## src/rtl/y_pkg.sv

```systemverilog
// Shared types and constants for the instruction-fetch stage.
package y_pkg;

  localparam int          INSTR_BYTES  = 4;
  localparam logic [31:0] DEF_RESET_PC = 32'h0000_0080;

  typedef enum logic [1:0] {
    ST_RST    = 2'd0,
    ST_FETCH  = 2'd1,
    ST_SQUASH = 2'd2,
    ST_HOLD   = 2'd3
  } fetch_state_e;

  // Flat state codes for the state register, kept compatible with older
  // blocks that compare raw 2-bit state values.
  localparam logic [1:0] S_RST    = ST_RST;
  localparam logic [1:0] S_FETCH  = ST_FETCH;
  localparam logic [1:0] S_SQUASH = ST_SQUASH;
  localparam logic [1:0] S_HOLD   = ST_HOLD;

  // Decode-side buffer: one fetched word and its addresses.
  typedef struct packed {
    logic [31:0] instr;
    logic [31:0] pc;
    logic [31:0] pc4;
  } if_buf_t;

  // yMux2-style 32-bit select: s=0 -> a, s=1 -> b.
  function automatic logic [31:0] mux2(input logic [31:0] a,
                                       input logic [31:0] b,
                                       input logic        s);
    return s ? b : a;
  endfunction

endpackage

```

## src/rtl/y_fetch_if.sv

```systemverilog
// Fetch-stage bus: instruction memory handshake, decode handoff and the
// execute-stage redirect. master = fetch stage, slave = its environment.
interface y_fetch_if;
  logic        redirect;
  logic [31:0] redirect_pc;
  logic        imem_req;
  logic [31:0] imem_addr;
  logic        imem_ack;
  logic [31:0] instr_in;
  logic        if_valid;
  logic        id_ready;
  logic [31:0] if_instr;
  logic [31:0] if_pc;
  logic [31:0] if_pc4;

  modport master (
    input  redirect, redirect_pc, imem_ack, instr_in, id_ready,
    output imem_req, imem_addr, if_valid, if_instr, if_pc, if_pc4
  );

  modport slave (
    output redirect, redirect_pc, imem_ack, instr_in, id_ready,
    input  imem_req, imem_addr, if_valid, if_instr, if_pc, if_pc4
  );
endinterface

```

## src/rtl/y_pc_next.sv

```systemverilog
// Combinational next-PC select: redirect target (word aligned) beats the
// sequential if_pc4, which beats holding the current pc.
module y_pc_next
  import y_pkg::*;
(
  input  logic [31:0] pc,
  input  logic [31:0] if_pc4,
  input  logic [31:0] redirect_pc,
  input  logic        take_redirect,
  input  logic        take_pc4,
  output logic [31:0] pc_next
);

  logic [31:0] tgt;
  logic [31:0] seq;

  // Low two bits of the target are dropped so the pc stays word aligned.
  assign tgt     = redirect_pc & ~32'h3;
  assign seq     = mux2(pc, if_pc4, take_pc4);
  assign pc_next = mux2(seq, tgt, take_redirect);

endmodule

```

## src/rtl/y_fetch.sv

```systemverilog
// Instruction-fetch stage: owns the pc, issues one word request at a time,
// buffers a single instruction for decode and squashes wrong-path fetches.
module y_fetch
  import y_pkg::*;
#(
  parameter logic [31:0] RESET_PC = DEF_RESET_PC
)(
  input  logic     clk,
  input  logic     rst_n,
  y_fetch_if.master bus
);

  localparam logic [31:0] RST_PC = RESET_PC & ~32'h3;

  logic [1:0]  state, state_nxt;
  logic [31:0] pc, pc_nxt;
  logic [31:0] sq_addr;   // address of the wrong-path request still in flight
  if_buf_t     ibuf;

  logic in_fetch, in_squash, in_hold;
  logic redir, valid, xfer, capture;

  assign in_fetch  = (state == S_FETCH);
  assign in_squash = (state == S_SQUASH);
  assign in_hold   = (state == S_HOLD);

  // Redirect is meaningless before the first fetch, so RST ignores it.
  assign redir   = bus.redirect && (state != S_RST);
  assign valid   = in_hold && !bus.redirect;
  assign xfer    = valid && bus.id_ready;
  assign capture = in_fetch && bus.imem_ack && !bus.redirect;

  y_pc_next u_pc_next (
    .pc            (pc),
    .if_pc4        (ibuf.pc4),
    .redirect_pc   (bus.redirect_pc),
    .take_redirect (redir),
    .take_pc4      (xfer),
    .pc_next       (pc_nxt)
  );

  // Next-state logic; redirect always outranks ack and id_ready.
  always_comb begin
    state_nxt = state;
    case (state)
      S_RST:    state_nxt = S_FETCH;
      S_FETCH: begin
        if (bus.redirect)      state_nxt = bus.imem_ack ? S_FETCH : S_SQUASH;
        else if (bus.imem_ack) state_nxt = S_HOLD;
      end
      S_SQUASH: if (bus.imem_ack) state_nxt = S_FETCH;
      S_HOLD:   if (bus.redirect || xfer) state_nxt = S_FETCH;
      default:  state_nxt = S_RST;
    endcase
  end

  // State, pc and the pending wrong-path address.
  always_ff @(posedge clk or negedge rst_n) begin
    if (!rst_n) begin
      state   <= S_RST;
      pc      <= RST_PC;
      sq_addr <= RST_PC;
    end else begin
      state <= state_nxt;
      pc    <= pc_nxt;
      // Keep presenting the abandoned address until memory answers it.
      if (in_fetch && bus.redirect && !bus.imem_ack) sq_addr <= pc;
    end
  end

  // Decode buffer: loads only on a right-path ack, otherwise stable.
  always_ff @(posedge clk or negedge rst_n) begin
    if (!rst_n) begin
      ibuf <= '0;
    end else if (capture) begin
      ibuf.instr <= bus.instr_in;
      ibuf.pc    <= pc;
      ibuf.pc4   <= pc + 32'(INSTR_BYTES);
    end
  end

  assign bus.imem_req  = in_fetch || in_squash;
  assign bus.imem_addr = in_squash ? sq_addr : pc;
  assign bus.if_valid  = valid;
  assign bus.if_instr  = ibuf.instr;
  assign bus.if_pc     = ibuf.pc;
  assign bus.if_pc4    = ibuf.pc4;

endmodule

```

## src/flat_wrapper.sv

```systemverilog
// flat-port wrapper written by rule: the top's interface ports become plain ports
module y_fetch_flat import y_pkg::*;
#(
  parameter logic [31:0] RESET_PC = DEF_RESET_PC
)
  (clk, rst_n, bus_redirect, bus_redirect_pc, bus_imem_ack, bus_instr_in, bus_id_ready, bus_imem_req, bus_imem_addr, bus_if_valid, bus_if_instr, bus_if_pc, bus_if_pc4);
  y_fetch_if bus_i ();
  input  logic clk;
  input  logic rst_n;
  input wire logic [$bits(bus_i.redirect)-1:0] bus_redirect;
  input wire logic [$bits(bus_i.redirect_pc)-1:0] bus_redirect_pc;
  input wire logic [$bits(bus_i.imem_ack)-1:0] bus_imem_ack;
  input wire logic [$bits(bus_i.instr_in)-1:0] bus_instr_in;
  input wire logic [$bits(bus_i.id_ready)-1:0] bus_id_ready;
  output wire logic [$bits(bus_i.imem_req)-1:0] bus_imem_req;
  output wire logic [$bits(bus_i.imem_addr)-1:0] bus_imem_addr;
  output wire logic [$bits(bus_i.if_valid)-1:0] bus_if_valid;
  output wire logic [$bits(bus_i.if_instr)-1:0] bus_if_instr;
  output wire logic [$bits(bus_i.if_pc)-1:0] bus_if_pc;
  output wire logic [$bits(bus_i.if_pc4)-1:0] bus_if_pc4;
  assign bus_i.redirect = bus_redirect;
  assign bus_i.redirect_pc = bus_redirect_pc;
  assign bus_i.imem_ack = bus_imem_ack;
  assign bus_i.instr_in = bus_instr_in;
  assign bus_i.id_ready = bus_id_ready;
  assign bus_imem_req = bus_i.imem_req;
  assign bus_imem_addr = bus_i.imem_addr;
  assign bus_if_valid = bus_i.if_valid;
  assign bus_if_instr = bus_i.if_instr;
  assign bus_if_pc = bus_i.if_pc;
  assign bus_if_pc4 = bus_i.if_pc4;
  y_fetch #(.RESET_PC(RESET_PC)) u_core (.clk(clk), .rst_n(rst_n), .bus(bus_i));
endmodule
```

## config.mk

```make
export PLATFORM = sky130hd
export DESIGN_NAME = y_fetch_flat
export DESIGN_NICKNAME = d
export VERILOG_FILES = /design/src/rtl/y_pkg.sv /design/src/rtl/y_fetch_if.sv /design/src/rtl/y_pc_next.sv /design/src/rtl/y_fetch.sv /design/src/flat_wrapper.sv
export SDC_FILE = /design/constraint.sdc
export NUM_CORES = 1
export LEC_CHECK = 0
export CELL_PAD_IN_SITES_DETAIL_PLACEMENT = 1
export CELL_PAD_IN_SITES_GLOBAL_PLACEMENT = 1
export CORE_ASPECT_RATIO = 0.8
export CORE_MARGIN = 8
export CORE_UTILIZATION = 37
export CTS_CLUSTER_DIAMETER = 50
export DETAILED_ROUTE_END_ITERATION = 12
export PLACE_DENSITY = 0.87
export SKIP_CTS_REPAIR_TIMING = 1
export SYNTH_ARGS = -nofsm -noshare
export SYNTH_HDL_FRONTEND = slang
export SYNTH_HIERARCHICAL = 1
export SYNTH_SLANG_ARGS = --single-unit
```

## constraint.sdc

```tcl
create_clock -name clk -period 2.5 [get_ports clk]
set_input_delay 0.5 -clock clk [delete_from_list [all_inputs] [get_ports clk]]
set_output_delay 0.5 -clock clk [all_outputs]
set_load 0.02 [all_outputs]
```

==> out/summary.log, run 1 <==
qor: finish.ff_latch_area 0.00401 mm2
qor: worst_setup_path.critical_path_arrival 1.93 ns
qor: synthesis.ys_area 0.00731 mm2
qor: cts.cts_tree yes
qor: synthesis.post_synth_mux_area_share 13.6%
qor: synthesis.yosys-top-cells-area sky130_fd_sc_hd__dfrtp_1 (54%), sky130_fd_sc_hd__nand2_1 (13%), sky130_fd_sc_hd__mux2_2 (9.2%), sky130_fd_sc_hd__mux2i_1 (4.4%), sky130_fd_sc_hd__o21ai_1 (2.3%)
qor: synthesis.synth.distinct_cells 37
qor: sta.fmax 412 MHz
qor: worst_setup_path.reg2reg_from u_core/pc[3]$_DFF_PN0_
qor: power_and_ir_drop.p_leak 4.83 nW
qor: power_and_ir_drop.powerClk 2.69 mW
qor: synthesis.synth-simple-area-share 18.8%
qor: power_and_ir_drop.combinationalPowerShare 43.7%
qor: global_routing.grt_first_pass_wirelength 37,900 um
qor: sta.finalHoldWorstSlack 0.0651 ns
qor: power_and_ir_drop.netSwitchingFraction 38.8%
qor: detailed_routing.routed_via_density 5.03
qor: worst_setup_path.timing.critical_path.slowest_cell_delay 0.41 ns
qor: sta.post-route-worst-setup-slack 0.0719 ns
qor: outcome.run_status completed
qor: synthesis.synth-compound-area-share 6.44%
qor: finish.buffers_excl_clock 224
qor: power_and_ir_drop.total_power 12.8 mW
qor: finish.syn_to_final_growth 41.7%
qor: flow_run.drv_cap 0
qor: power_and_ir_drop.comb-power 5.59 mW
qor: cts.cts.clk_slew.worst_paths 0.07 ns
qor: synthesis.largest_area_cell sky130_fd_sc_hd__dfrtp_1
qor: finish.top_area_cell_class sequential cells
qor: synthesis.ys_sh_adder 0.856%
qor: sta.timing_worst_slew_pin_value 0.666 ns
qor: detailed_routing.drt-pass1-iter-count 4
qor: flow_run.warning_count 31
qor: worst_setup_path.r2r_slack 0.19 ns
qor: finish.layout-drive-gt1-share 14.1%
qor: sta.rsz0062_at_grt no
qor: finish.design.seq.count 160
qor: sta.fin_crit_sh 97.1%
qor: finish.nNetsFinal 1,004
qor: die.well_tap_count 264
qor: synthesis.synthesis.yosys.warnings 6
qor: power_and_ir_drop.power-per-cell-area 1230 mW/mm2
qor: cts.clk_latency 0.43 ns
qor: finish.layout_top_cells sky130_fd_sc_hd__nand2_1 (257), sky130_fd_sc_hd__clkdlybuf4s50_1 (163), sky130_fd_sc_hd__dfrtp_1 (158)
qor: worst_setup_path.timing.critical_path.to_type primary output
qor: worst_setup_path.worstSetupStartpointType flop
qor: detailed_routing.drc 0
qor: worst_setup_path.worst_path_max_delay_cell sky130_fd_sc_hd__dfrtp_1
qor: synthesis.post_synth_most_frequent_cells sky130_fd_sc_hd__nand2_1 (257), sky130_fd_sc_hd__dfrtp_1 (158), sky130_fd_sc_hd__mux2_2 (60)
qor: worst_setup_path.critical_path_fanouts_max 18
qor: placed_design.dpl_worst_slack 0.0740 ns
qor: sta.finClkSkew 0.0105 ns
qor: power_and_ir_drop.power_sequential 4.51 mW
qor: worst_setup_path.crit_path_cell_trace inv_1 > ha_4 > buf_12 > mux2_2 > dlymetal6s2s_1
qor: finish.final-clk-cell-share 5.82%
qor: sta.hold_viol_final 0
qor: die.chip_area 0.0245 mm2
qor: global_routing.grt_antenna_before_repair 1
qor: cts.htree_num_levels 4
qor: finish.multi_input_comb_cells 521
qor: sta.finalWorstPathRequiredPeriod 2.43 ns
qor: global_routing.gr-total-overflow 0
qor: power_and_ir_drop.clockPowerShare 21.0%
qor: finish.multiInputGateArea 0.00305 mm2
qor: sta.timing.setup.tns 0 ns
qor: finish.n_all_inverters 6
qor: synthesis.yosys_most_used_dff sky130_fd_sc_hd__dfrtp_1
qor: power_and_ir_drop.seq_power_share 35.3%
qor: die.ios 199
qor: synthesis.yosysMostFrequentCell sky130_fd_sc_hd__nand2_1
qor: synthesis.synth_area 0.00731 mm2
qor: worst_setup_path.required 2.00 ns
qor: synthesis.ys_cells 735
qor: sta.finalMaxSlewViolations 0
qor: synthesis.synth.logic.top_family simple AND/OR/NAND/NOR gates
qor: die.die_width 173 um
qor: global_routing.vias_in_the_first_global_route 6,681
qor: detailed_routing.finalWirelength 24,000 um
qor: sta.relSlewSlack 55.6%
qor: synthesis.synth.cellmix.xorXnorShare 1.56%
qor: power_and_ir_drop.netSwitchingPower 4.97 mW
qor: cts.ctsRootBufferMaster sky130_fd_sc_hd__clkbuf_16
qor: detailed_routing.detailedRoute.firstIterationViolations 316
qor: cts.number_of_buffers_added_by_the_clock_tree_synthesis_step 17
qor: placed_design.port_buffers 196
qor: placed_design.place.gp.congestion 0.741
qor: synthesis.floorplan.nets 809
qor: placed_design.detailed_place.area 0.00967 mm2
qor: power_and_ir_drop.max-vdd-ir-drop 0.000486 V
qor: placed_design.dp_hpwl 16,600 um
qor: die.initial_core_utilization 37.2%
qor: worst_setup_path.timing.rr.end u_core/bus.if_pc4[30]$_DFFE_PN0P_
qor: placed_design.numPlacedInstances 1,175
qor: finish.bufAreaShareNonClock 22.6%
qor: cts.clock_path_buffers 2
qor: worst_setup_path.timing_worst_setup_path_type reg -> out
qor: finish.final.clkbuf_count 19
qor: synthesis.synth-seq-area-share 54.8%
==> run 1: worst max-delay path by stage <==
stage               slack (ns)  cells past startpoint           endpoint
global route             0.008                      5  bus_imem_addr[16]
finish                    0.07                      5  bus_imem_addr[26]
CTS                      -0.40                      5   bus_imem_addr[9]
global placement          0.12                      5   bus_imem_addr[9]
floorplan                 0.34                      5  bus_imem_addr[10]
detailed placement        0.07                      5   bus_imem_addr[9]
==> run 1: routing by layer <==
layer	GRT usage, %	up-vias	wire (um)	part of all wire, %
li1	-	2858	-	-
met4	5.98	0	420	1.8
met2	32.6	147	11500	48
met5	0	-	0	0
met3	5.63	26	1360	5.7
met1	24.4	3042	10700	44
==> run 1: critical path, delay by kind of cell, from the launching register on <==
kind,cells,cell delay [ns]
flops,1,0.41
buf+inv,3,0.53
fa+ha+maj,1,0.19
mux,1,0.35
Run 1, track usage over the die:
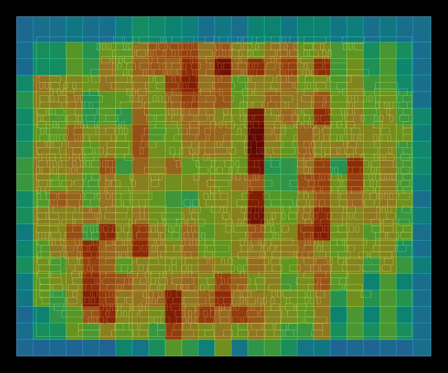
GR Util met1: 24.4%
wire length per cell after detailed routing: 19.8 um
All-Layer GR Usage: 19.6%

Run 1, placed cells, one colour a class:
Drawn at 2 px/um. Fill, decap, tap and diode cells in grey.
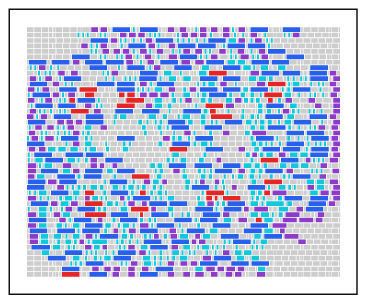
| colour | class | cells | share of their area |
|---|---|---|---|
| blue | flops | 160 | 40% |
| red | clock drivers and dummy loads | 32 | 6.0% |
| cyan | combinational and other logic | 527 | 31% |
| purple | other buffers and delay cells | 224 | 23% |
final standard cell utilization of the core: 52.8%
number of core rows: 46
Core Box Area: 0.0196 mm2
flip-flop and latch share of the layout cell area: 38.7%
post-route design area: 0.0104 mm2

Run 1, gate families picked out:
Drawn at 2 px/um.
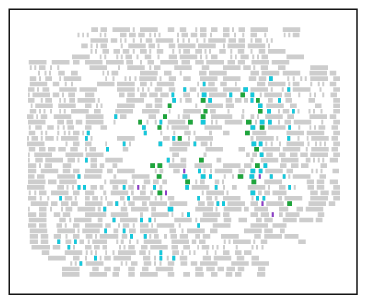
| colour | family | cells | most used |
|---|---|---|---|
| cyan | inverting AOI/OAI gates | 84 | o21ai_1 |
| green | AND and OR gates | 26 | or4_1 |
| purple | inverters | 6 | inv_1 |
Comb area share: 29.5%
top logic cell by instance count in the layout: sky130_fd_sc_hd__nand2_1
Final Instance Count excl. Fillers: 1,208

## Run 2: what changed since run 1
--- a/config.mk
+++ b/config.mk
@@ -8,12 +8,13 @@
 export CELL_PAD_IN_SITES_DETAIL_PLACEMENT = 1
 export CELL_PAD_IN_SITES_GLOBAL_PLACEMENT = 1
 export CORE_ASPECT_RATIO = 0.8
-export CORE_MARGIN = 8
 export CORE_UTILIZATION = 37
 export CTS_CLUSTER_DIAMETER = 50
 export DETAILED_ROUTE_END_ITERATION = 12
 export PLACE_DENSITY = 0.87
+export REMOVE_ABC_BUFFERS = 1
 export SKIP_CTS_REPAIR_TIMING = 1
+export SKIP_LAST_GASP = 1
 export SYNTH_ARGS = -nofsm -noshare
 export SYNTH_HDL_FRONTEND = slang
 export SYNTH_HIERARCHICAL = 1
==> out/summary.log, run 2 <==
qor: global_routing.global_route.usage.total 22.5% [+2.9 points]
qor: worst_setup_path.critical_path_arrival 1.92 ns [about the same]
qor: finish.layout.cells.most_common sky130_fd_sc_hd__nand2_1
qor: synthesis.yosys_most_used_dff sky130_fd_sc_hd__dfrtp_1
qor: die.ios 199 [unchanged]
qor: cts.cts.clk_slew.worst_paths 0.07 ns [about the same]
qor: worst_setup_path.timing.rr.end u_core/bus.if_pc4[27]$_DFFE_PN0P_
qor: synthesis.post_synth_most_frequent_cells sky130_fd_sc_hd__nand2_1 (257), sky130_fd_sc_hd__dfrtp_1 (158), sky130_fd_sc_hd__mux2_2 (60)
qor: worst_setup_path.critical_path.top_delay_family buffers and inverters
qor: power_and_ir_drop.seq_power_share 36.3% [+1.0 points]
qor: cts.htree_num_levels 4 [unchanged]
qor: global_routing.grt_use_met3 5.86% [+0.22 points]
qor: finish.nNetsFinal 1,007 [+0.30%]
qor: die.coreArea 0.0191 mm2 [-2.5%]
qor: global_routing.vias_in_the_first_global_route 6,589 [-1.4%]
qor: sta.timing_worst_slew_pin_value 0.708 ns [+0.0425 ns]
qor: outcome.run_status completed
qor: power_and_ir_drop.netSwitchingPower 4.87 mW [-1.9%]
qor: synthesis.yosysMostFrequentCell sky130_fd_sc_hd__nand2_1
qor: global_routing.grt_antenna_before_repair 0 [-1]
qor: synthesis.synth-compound-area-share 6.44% [unchanged]
qor: flow_run.warning_count 31 [unchanged]
qor: detailed_routing.finalWirelength 22,400 um [-6.7%]
qor: placed_design.place.gp.congestion 0.761 [+2.8%]
qor: cts.number_of_buffers_added_by_the_clock_tree_synthesis_step 17 [unchanged]
qor: global_routing.grt_busiest_layer met2
qor: detailed_routing.routed_via_density 5.11 [+1.6%]
qor: placed_design.dp_hpwl 15,500 um [-7.0%]
qor: detailed_routing.detailedRoute.firstIterationViolations 228 [-28%]
qor: sta.fmax 414 MHz [+0.42%]
qor: power_and_ir_drop.p_leak 4.83 nW [about the same]
qor: detailed_routing.drc 0 [unchanged]
qor: global_routing.use_met1 29.2% [+4.8 points]
qor: placed_design.numPlacedInstances 1,172 [-0.26%]
qor: cts.ctsRootBufferMaster sky130_fd_sc_hd__clkbuf_16
qor: worst_setup_path.timing.critical_path.slowest_cell_delay 0.41 ns [about the same]
qor: placed_design.detailed_place.area 0.00969 mm2 [+0.21%]
qor: power_and_ir_drop.netSwitchingFraction 38.8% [-0.070 points]
qor: power_and_ir_drop.comb-power 5.47 mW [-2%]
qor: die.chip_area 0.0203 mm2 [-17%]
qor: power_and_ir_drop.power-per-cell-area 1210 mW/mm2 [-1.7%]
qor: worst_setup_path.r2r_slack 0.25 ns [+0.06 ns]
qor: worst_setup_path.timing.critical_path.to_type primary output
qor: sta.finalMaxSlewViolations 0 [unchanged]
qor: sta.hold_viol_final 0 [unchanged]
qor: finish.layout-drive-gt1-share 14.2% [+0.076 points]
qor: sta.post-route-worst-setup-slack 0.0821 ns [+0.0102 ns]
qor: die.die_width 159 um [-8.1%]
qor: global_routing.grt_first_pass_wirelength 36,000 um [-5.0%]
qor: sta.finClkSkew 0.0124 ns [+0.00193 ns]
qor: detailed_routing.avgRoutedWirePerCell 18.6 um [-6.3%]
qor: worst_setup_path.cp-endpoint bus_imem_addr[4]
qor: sta.relSlewSlack 52.8% [-2.8 points]
qor: global_routing.gr-usage-met2 38.0% [+5.4 points]
qor: cts.clock_path_buffers 2 [unchanged]
qor: sta.finalWorstPathRequiredPeriod 2.42 ns [-0.0102 ns]
qor: synthesis.synthesis.yosys.warnings 6 [unchanged]
qor: cts.cts_tree yes
qor: finish.layout_top_cells sky130_fd_sc_hd__nand2_1 (257), sky130_fd_sc_hd__clkdlybuf4s50_1 (163), sky130_fd_sc_hd__dfrtp_1 (158)
qor: synthesis.ys_cells 735 [unchanged]
qor: worst_setup_path.critical_path_fanouts_max 19 [+1]
qor: power_and_ir_drop.power_sequential 4.56 mW [+1%]
qor: synthesis.synth.distinct_cells 37 [unchanged]
qor: synthesis.largest_area_cell sky130_fd_sc_hd__dfrtp_1
qor: finish.syn_to_final_growth 41.6% [about the same]
qor: synthesis.synth.logic.top_family simple AND/OR/NAND/NOR gates
qor: worst_setup_path.worst_path_max_delay_cell sky130_fd_sc_hd__dfrtp_1
qor: die.initial_core_utilization 38.2% [+0.94 points]
qor: synthesis.synth-seq-area-share 54.8% [unchanged]
qor: synthesis.yosys-top-cells-area sky130_fd_sc_hd__dfrtp_1 (54%), sky130_fd_sc_hd__nand2_1 (13%), sky130_fd_sc_hd__mux2_2 (9.2%), sky130_fd_sc_hd__mux2i_1 (4.4%), sky130_fd_sc_hd__o21ai_1 (2.3%)
qor: worst_setup_path.cp_num_cells 5 [unchanged]
qor: synthesis.post_synth_mux_area_share 13.6% [unchanged]
qor: power_and_ir_drop.powerClk 2.53 mW [-6%]
qor: power_and_ir_drop.combinationalPowerShare 43.6% [about the same]
qor: worst_setup_path.critical_path_buf_inv_count 3 [unchanged]
qor: worst_setup_path.timing_worst_setup_path_type reg -> out
qor: worst_setup_path.required 2.00 ns [about the same]
qor: placed_design.dpl_worst_slack 0.0969 ns [+0.0230 ns]
qor: placed_design.port_buffers 196 [unchanged]
[run 2: layout make-up]
cell class	count	area, um2
fill	2080	8790
sequential	160	4010
multi-input combinational	521	3060
timing repair buffer	227	2380
clock buffer	18	439
tap	258	323
clock inverter	13	130
inverter	6	22.5
[run 2: per-layer routing]
layer | part of all wire, % | vias to the layer above | wire length [um]
met5 | 0 | - | 0
met4 | 0.55 | 0 | 123
met3 | 5.1 | 14 | 1130
met2 | 49 | 146 | 10900
met1 | 45 | 3125 | 10200
li1 | - | 2858 | -
[run 2: cells by family (layout without fill, tap and decap cells)]
logic type,count (synthesis),after routing
fa+ha+maj,5,5
compound gates,84,84
xor+xnor,13,13
mux,92,92
flops,160,160
buf+inv,54,264
simple gates,327,327
Run 2, gate families picked out:
Drawn at 2 px/um.
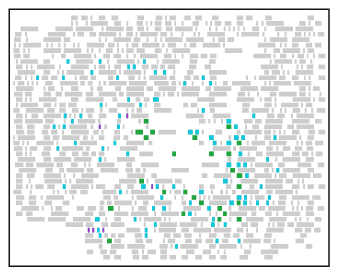
Comb area share: 29.5%
Final Instance Count excl. Fillers: 1,203

Run 2, placed cells, one colour a class:
Drawn at 2 px/um. Fill, decap, tap and diode cells in grey.
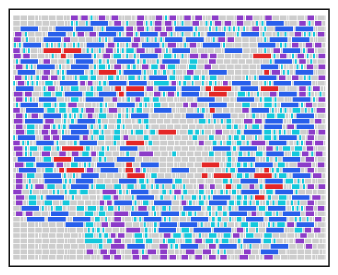
| colour | class | cells | share of their area |
|---|---|---|---|
| cyan | combinational and other logic | 527 | 31% |
| purple | other buffers and delay cells | 227 | 24% |
| red | clock drivers and dummy loads | 31 | 5.7% |
| blue | flops | 160 | 40% |
post-route design area: 0.0104 mm2
number of core rows: 45
flip-flop and latch share of the layout cell area: 38.7%

## Run 3: what changed since run 2
--- a/config.mk
+++ b/config.mk
@@ -15,6 +15,7 @@
 export REMOVE_ABC_BUFFERS = 1
 export SKIP_CTS_REPAIR_TIMING = 1
 export SKIP_LAST_GASP = 1
+export SLEW_MARGIN = 15
 export SYNTH_ARGS = -nofsm -noshare
 export SYNTH_HDL_FRONTEND = slang
 export SYNTH_HIERARCHICAL = 1
==> out/summary.log, run 3 <==
qor: outcome.run_status completed
qor: synthesis.synth-simple-area-share 18.8%
qor: global_routing.grt_busiest_layer met2
qor: cts.htree_num_levels 4 [unchanged]
qor: power_and_ir_drop.seq_power_share 36.3% [about the same]
qor: power_and_ir_drop.netSwitchingPower 4.87 mW [unchanged]
qor: sta.hold_viol_final 0 [unchanged]
qor: placed_design.port_buffers 196 [unchanged]
qor: power_and_ir_drop.netSwitchingFraction 38.8% [unchanged]
qor: synthesis.synth.distinct_cells 37 [unchanged]
qor: placed_design.dp_hpwl 15,500 um [unchanged]
qor: die.initial_core_utilization 38.2% [unchanged]
qor: die.fp-row-count 45 [unchanged]
qor: synthesis.synth.logic.top_family simple AND/OR/NAND/NOR gates
qor: worst_setup_path.r2r_slack 0.25 ns [about the same]
qor: finish.instances_no_fill 1,203 [unchanged]
qor: synthesis.avgSynthCellArea 9.95 um2
qor: placed_design.numPlacedInstances 1,172 [unchanged]
qor: die.die_width 159 um [unchanged]
qor: global_routing.gr-total-overflow 0
qor: placed_design.dpl_worst_slack 0.0969 ns [unchanged]
qor: synthesis.synth-compound-area-share 6.44% [unchanged]
qor: detailed_routing.detailedRoute.firstIterationViolations 228 [unchanged]
qor: synthesis.ys_sh_adder 0.856%
qor: synthesis.ys_cells 735 [unchanged]
qor: global_routing.vias_in_the_first_global_route 6,589 [unchanged]
qor: detailed_routing.via_count 6,143
qor: synthesis.ys_area 0.00731 mm2
qor: synthesis.postSynthRegisterBits 160
qor: cts.ctsRootBufferMaster sky130_fd_sc_hd__clkbuf_16
qor: synthesis.post_synth_most_frequent_cells sky130_fd_sc_hd__nand2_1 (257), sky130_fd_sc_hd__dfrtp_1 (158), sky130_fd_sc_hd__mux2_2 (60)
qor: sta.relSlewSlack 52.8% [unchanged]
qor: finish.layout-drive-gt1-share 14.2% [unchanged]
qor: synthesis.yosys_most_used_dff sky130_fd_sc_hd__dfrtp_1
qor: cts.clock_path_buffers 2 [unchanged]
qor: synthesis.synthesis.yosys.warnings 6 [unchanged]
qor: synthesis.yosysMostFrequentCell sky130_fd_sc_hd__nand2_1
qor: worst_setup_path.timing.critical_path.to_type primary output
qor: worst_setup_path.timing.critical_path.from u_core/state[0]$_DFFE_PN0P_
qor: finish.syn_to_final_growth 41.6% [unchanged]
qor: placed_design.detailed_place.area 0.00969 mm2 [unchanged]
qor: synthesis.largest_area_cell sky130_fd_sc_hd__dfrtp_1
qor: synthesis.post_synth_mux_area_share 13.6% [unchanged]
qor: worst_setup_path.timing.rr.end u_core/bus.if_pc4[27]$_DFFE_PN0P_
qor: worst_setup_path.timing_worst_setup_path_type reg -> out
qor: finish.nNetsFinal 1,007 [unchanged]
qor: sta.timing.setup.tns 0 ns
qor: worst_setup_path.crit_path_cell_trace inv_1 > ha_4 > buf_12 > mux2_2 > dlymetal6s2s_1
qor: power_and_ir_drop.top_power_group combinational cells
qor: synthesis.synth-seq-area-share 54.8% [unchanged]
qor: sta.timing_worst_slew_pin_value 0.708 ns [unchanged]
qor: worst_setup_path.worstSetupStartpointType flop
qor: sta.fmax 414 MHz [unchanged]
qor: hold_path.hp_class in -> async
qor: sta.finalMaxSlewViolations 0 [unchanged]
qor: cts.clk_latency 0.42 ns
qor: die.chip_area 0.0203 mm2 [unchanged]
qor: global_routing.grt_max_degree 68
qor: sta.post-route-worst-setup-slack 0.0821 ns [unchanged]
qor: placed_design.place.gp.congestion 0.761 [unchanged]
qor: sta.finalWorstPathRequiredPeriod 2.42 ns [unchanged]
qor: cts.number_of_buffers_added_by_the_clock_tree_synthesis_step 17 [unchanged]
qor: power_and_ir_drop.p_leak 4.83 nW [unchanged]
qor: detailed_routing.routed_via_density 5.11 [unchanged]
qor: global_routing.grt_antenna_before_repair 0 [unchanged]
qor: power_and_ir_drop.powerClk 2.53 mW [about the same]
qor: detailed_routing.drc 0 [unchanged]
qor: worst_setup_path.critical_path_fanouts_max 19 [unchanged]
qor: detailed_routing.finalWirelength 22,400 um [unchanged]
qor: synthesis.yosys-top-cells-area sky130_fd_sc_hd__dfrtp_1 (54%), sky130_fd_sc_hd__nand2_1 (13%), sky130_fd_sc_hd__mux2_2 (9.2%), sky130_fd_sc_hd__mux2i_1 (4.4%), sky130_fd_sc_hd__o21ai_1 (2.3%)
qor: synthesis.synth_async_sr_flop_share 100%
qor: sta.fin_crit_sh 96.7%
qor: finish.layout.cells.most_common sky130_fd_sc_hd__nand2_1
qor: power_and_ir_drop.power-per-cell-area 1210 mW/mm2 [unchanged]
qor: worst_setup_path.worst_path_max_delay_cell sky130_fd_sc_hd__dfrtp_1
qor: cts.cts.clk_slew.worst_paths 0.07 ns [about the same]
qor: global_routing.grt_first_pass_wirelength 36,000 um [unchanged]
qor: synthesis.synth_area 0.00731 mm2
qor: worst_setup_path.required 2.00 ns [about the same]
qor: finish.layout.cell_area.non_filler 0.0104 mm2 [unchanged]
qor: worst_setup_path.timing.critical_path.slowest_cell_delay 0.41 ns [about the same]
qor: finish.number_of_filler_cells_placed_in_the_layout 2,080 [unchanged]
qor: power_and_ir_drop.max-vdd-ir-drop 0.000680 V
qor: synthesis.instance_count_of_the_mapped_netlist 735
qor: worst_setup_path.critical_path_arrival 1.92 ns [about the same]
qor: sta.finClkSkew 0.0124 ns [unchanged]
qor: power_and_ir_drop.combinationalPowerShare 43.6% [about the same]
qor: synthesis.flip_flops_with_a_built_in_enable 0
qor: power_and_ir_drop.cell_internal_pwr 7.69 mW
qor: die.ios 199 [unchanged]
qor: synthesis.synth_largest_type_area_fraction 54.1%
qor: power_and_ir_drop.comb-power 5.47 mW [about the same]
qor: cts.cts_tree yes
qor: finish.layout_top_cells sky130_fd_sc_hd__nand2_1 (257), sky130_fd_sc_hd__clkdlybuf4s50_1 (163), sky130_fd_sc_hd__dfrtp_1 (158)
qor: cts.cts.sinks 160
qor: power_and_ir_drop.power_sequential 4.56 mW [about the same]
qor: worst_setup_path.cp-endpoint bus_imem_addr[4]
qor: flow_run.warning_count 31 [unchanged]
qor: sta.finalHoldWorstSlack 0.0226 ns
qor: power_and_ir_drop.clockPowerShare 20.1%
qor: sta.setup_viol 0
-- run 3: cell counts in the layout (fill, tap and decap cells not counted) --
Identical to the previous run, type by type.
-- run 3: critical path, delay by kind of cell (launching register included) --
family / cells / cell delay (ns)
muxes: 1 / 0.35
buffers and inverters: 3 / 0.54
adders and majority gates: 1 / 0.19
DFF: 1 / 0.41
-- run 3: area by class of cell --
class | instances | area (um2) | share of cell area, %
clock inverter | 13 | 130 | 1.26
timing repair buffer | 227 | 2380 | 22.9
sequential | 160 | 4010 | 38.7
inverter | 6 | 22.5 | 0.217
multi-input combinational | 521 | 3060 | 29.5
tap | 258 | 323 | 3.12
clock buffer | 18 | 439 | 4.24
-- run 3: metal layers --
metal,up-vias,part of all wire [%]
met4,0,0.55
met3,14,5.1
met2,146,49
li1,2858,-
met5,-,0
met1,3125,45
Run 3, track usage over the die:
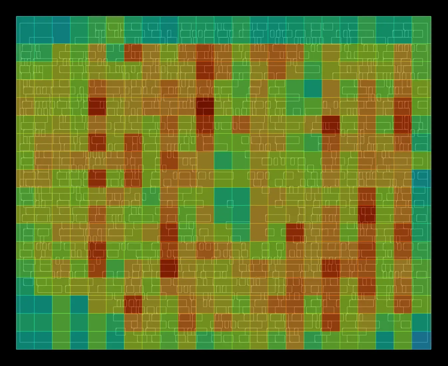
All-Layer GR Usage: 22.5%
GR Util met1: 29.2%
Global Route met3 Usage: 5.86%
met2 track demand over resource in global routing: 38.0%
wire length per cell after detailed routing: 18.6 um

Run 3, placed cells, one colour a class:
Drawn at 2 px/um. Fill, decap, tap and diode cells in grey.
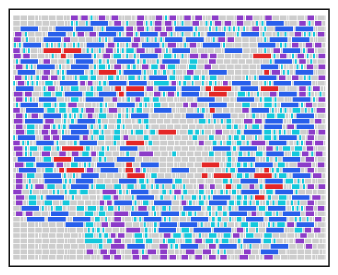
final standard cell utilization of the core: 54.1%
Core Box Area: 0.0191 mm2

No activity file was given, so power comes from the tool's default toggle rates.
